$ cat src/rtl/serial_subtractor.sv
// Bit-serial A-B, LSB first, one bit per clk with a registered borrow between slices.
// Optional signed-overflow output Ovf is built when SERIAL_SUB_OVF_EN is defined.
//
// state | meaning
// IDLE  | waiting for start; operands captured on the accepting edge
// SHIFT | one bit slice per cycle, WIDTH cycles
// DONE  | one-cycle done pulse, results already registered
module serial_subtractor #(
   parameter int WIDTH = 8
) (
   input  logic             clk,
   input  logic             rst_n,
   input  logic             start,
   input  logic [WIDTH-1:0] A,
   input  logic [WIDTH-1:0] B,
   output logic             busy,
   output logic             done,
   output logic [WIDTH-1:0] Diff,
   output logic             Borrow
`ifdef SERIAL_SUB_OVF_EN
   ,
   output logic             Ovf
`endif
);

   localparam int CW = (WIDTH > 2) ? $clog2(WIDTH) : 1;
   localparam logic [CW-1:0] CNT_LAST = CW'(WIDTH - 1);

   typedef enum logic [1:0] {
      IDLE  = 2'd0,
      SHIFT = 2'd1,
      DONE  = 2'd2
   } state_t;

   state_t           state;
   logic [WIDTH-1:0] ra;
   logic [WIDTH-1:0] rb;
   logic [WIDTH-1:0] rr;
   logic             bin;
   logic [CW-1:0]    cnt;
   logic             a_bit;
   logic             b_bit;
   logic             d;
   logic             bout;
   logic [WIDTH-1:0] rr_next;
`ifdef SERIAL_SUB_OVF_EN
   logic             sa;
   logic             sb;
`endif

   assign a_bit   = ra[0];
   assign b_bit   = rb[0];
   assign d       = a_bit ^ b_bit ^ bin;
   assign bout    = (~a_bit & b_bit) | (~(a_bit ^ b_bit) & bin);
   assign rr_next = {d, rr[WIDTH-1:1]};

   always_ff @(posedge clk or negedge rst_n) begin
      if (!rst_n) begin
         state  <= IDLE;
         ra     <= '0;
         rb     <= '0;
         rr     <= '0;
         bin    <= 1'b0;
         cnt    <= '0;
         busy   <= 1'b0;
         done   <= 1'b0;
         Diff   <= '0;
         Borrow <= 1'b0;
`ifdef SERIAL_SUB_OVF_EN
         sa     <= 1'b0;
         sb     <= 1'b0;
         Ovf    <= 1'b0;
`endif
      end else begin
         case (state)
            IDLE: begin
               if (start) begin
                  ra    <= A;
                  rb    <= B;
                  bin   <= 1'b0;
                  cnt   <= '0;
                  busy  <= 1'b1;
                  state <= SHIFT;
`ifdef SERIAL_SUB_OVF_EN
                  // sign bits are shifted out of ra/rb, so keep them aside
                  sa    <= A[WIDTH-1];
                  sb    <= B[WIDTH-1];
`endif
               end
            end
            SHIFT: begin
               bin <= bout;
               ra  <= {1'b0, ra[WIDTH-1:1]};
               rb  <= {1'b0, rb[WIDTH-1:1]};
               rr  <= rr_next;
               if (cnt == CNT_LAST) begin
                  Diff   <= rr_next;
                  Borrow <= bout;
                  done   <= 1'b1;
                  busy   <= 1'b0;
                  state  <= DONE;
`ifdef SERIAL_SUB_OVF_EN
                  Ovf    <= (sa ^ sb) & (sa ^ d);
`endif
               end else begin
                  cnt <= cnt + 1'b1;
               end
            end
            DONE: begin
               done  <= 1'b0;
               state <= IDLE;
            end
            default: state <= IDLE;
         endcase
      end
   end

endmodule

$ cat config.mk
export PLATFORM = sky130hd
export DESIGN_NAME = serial_subtractor
export DESIGN_NICKNAME = d
export VERILOG_FILES = /design/src/rtl/serial_subtractor.sv
export SDC_FILE = /design/constraint.sdc
export NUM_CORES = 1
export LEC_CHECK = 0
export CAP_MARGIN = 20
export CORE_MARGIN = 1
export CORE_UTILIZATION = 35
export DETAILED_ROUTE_END_ITERATION = 7
export GPL_ROUTABILITY_DRIVEN = 0
export PLACE_DENSITY = 0.64
export SLEW_MARGIN = 10
export SYNTH_ARGS = -nofsm -noshare
export SYNTH_HDL_FRONTEND = slang
export SYNTH_SLANG_ARGS = --single-unit
$ cat constraint.sdc
create_clock -name clk -period 1.8 [get_ports clk]
set_input_delay 0.18 -clock clk [delete_from_list [all_inputs] [get_ports clk]]
set_output_delay 0.18 -clock clk [all_outputs]
set_load 0.05 [all_outputs]
==> results_dict.tcl <==
# metrics dict for downstream scripts
set metrics [dict create \
    worst-path-buf-inv 1 \
    syn_avg_cell_area_um2 11.8 \
    outcome "completed" \
    antenna_found_initial 0 \
    gr-usage-met3_pct 4.70 \
    setup_viol 0 \
    power_leakage_uw 0.000977 \
    rsz0062_at_grt "no" \
    h-tree-depth 2 \
    worstSetupStartpointType "register" \
    ys.flops 40 \
    grt_util_met2_pct 23.8 \
    pin_count 30 \
    grtUsageMet1_pct 19.0 \
    die_area_um2 5360 \
    die_h_um 73.2 \
    cp_top_family "buffers and inverters" \
    drt_wl_total_um 3580 \
    async_reset_ff_share_pct 100 \
    synth_top_flop_cell "dfrtp_1" \
    crit_type "reg -> out" \
    viasPerCell 5.27 \
    postLayoutCoreUtil_pct 46.5 \
    power.density_nw_per_um2 1800 \
    dr_wl_met3_um 192 \
    most-common-layout-cells "dfrtp_1 (40), o22ai_1 (28), clkdlybuf4s50_1 (28)" \
    relSlewSlack_pct 59.0 \
    drc 0 \
    syn_area_um2 1780 \
    dp_hpwl_um 2390 \
    setup.worst_path.end_class "output pin" \
    crit_path_max_fanout 3 \
    edf_count 0 \
    pre_cts_ws_ns 0.0384 \
    post-place-cells 240 \
    diodes 0 \
    arrival_ns 1.47 \
    irDropWorstVdd_uv 680 \
    period_needed_ns 1.65 \
    fmax_mhz 605 \
    met1_length_um 1600 \
    grt_max_degree 41 \
    synthesis.nets 172 \
    worstPathCellList "clkdlybuf4s50_1" \
]
==> power by group <==
group          internal (µW)  switching, µW
clock network            341            289
logic                    823            947
registers               1320            314
==> cell families after synthesis <==
group	Yosys count	synth area share (%)
flops	40	56.4
fa+ha+maj	3	2.54
buf+inv	16	4.79
compound gates	62	19.9
simple gates	14	4.30
mux	15	12.1
==> what timing repair did <==
action | in CTS | in global routing
hold buffers | 1 | 0
endpoints found under the setup margin | 0 | 8
gates resized | 0 | 1
endpoints found under the hold margin | 40 | 0
==> layout make-up <==
cell class	count	area (µm²)
Clock buffer	7	96.3
Timing Repair Buffer	34	338
Inverter	6	22.5
Tap cell	67	83.8
Fill cell	462	2580
Sequential cell	40	1000
Multi-Input combinational cell	94	698
==> path summary, 6_finish.rpt <==
check / cells after the start / slack [ns] / to / start
max in group asynchronous: 3 / 1.21 / Diff[0]$_DFFE_PN0P_ / rst_n
max reg2reg: 4 / 0.15 / Diff[3]$_DFFE_PN0P_ / cnt[0]$_DFFE_PN0P_
max: 1 / 0.15 / done / done$_DFFE_PN0P_
min in group clk: 3 / 0.46 / ra[7]$_DFFE_PN0P_ / A[7]
min reg2reg: 1 / 0.51 / Diff[0]$_DFFE_PN0P_ / rr[1]$_DFFE_PN0P_
min: 3 / 0.39 / Diff[2]$_DFFE_PN0P_ / rst_n
==> cell usage after synthesis, types with 3 or more instances <==
cell type   n  area [µm²]
o21ai_0    15        75.1
nor2_1      3        11.3
a21oi_1    16        80.1
mux2_4     12         180
buf_2       5        25.0
inv_1       6        22.5
mux2_2      3        33.8
o22ai_1    28         175
dfrtp_1    40        1000
nand2_1     4        15.0
==> tightest hold or removal path, stage by stage <==
cell	delay, ns
dlygate4sd3_1	0.52
buf_2	0.12
buf_12	0.22
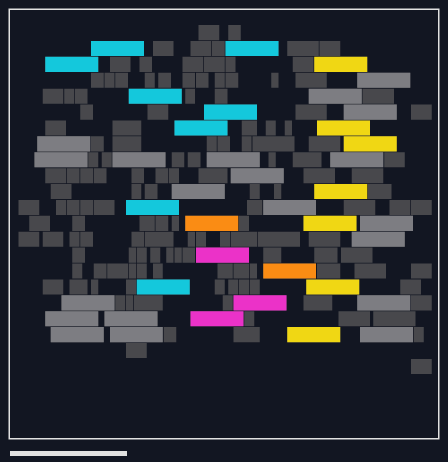
(images/flops_by_reg.png)
Bar = 20 µm. Other sequential cells in the stronger grey, the rest of the logic in the fainter grey.
Key: state = orange [sequential cells 2]; rb = cyan [sequential cells 8]; rr = yellow [sequential cells 7]; cnt = magenta [sequential cells 3]

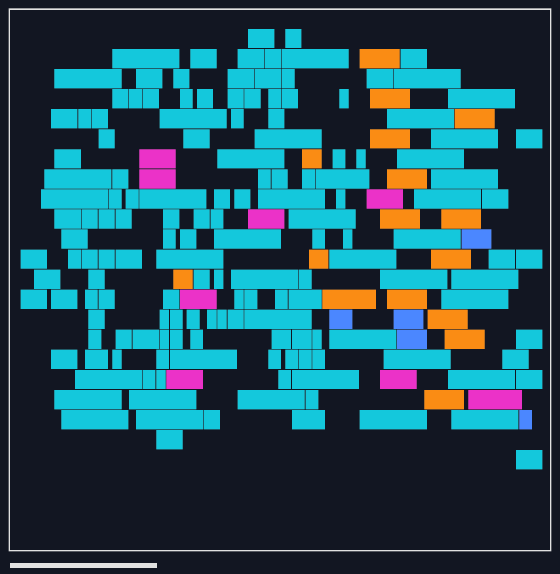
(images/sizes.png)
Bar = 20 µm.
Key: _6 and larger = magenta [cells 8, share 4.4%, most used clkbuf_8]; _0 and _1 cells = cyan [cells 152, share 84%, most used dfrtp_1]; _2 cells = blue [cells 5, share 2.8%, most used mux2_2]; _3 and _4 cells = orange [cells 16, share 8.8%, most used mux2_4]

Power and IR drop assume default switching activity.
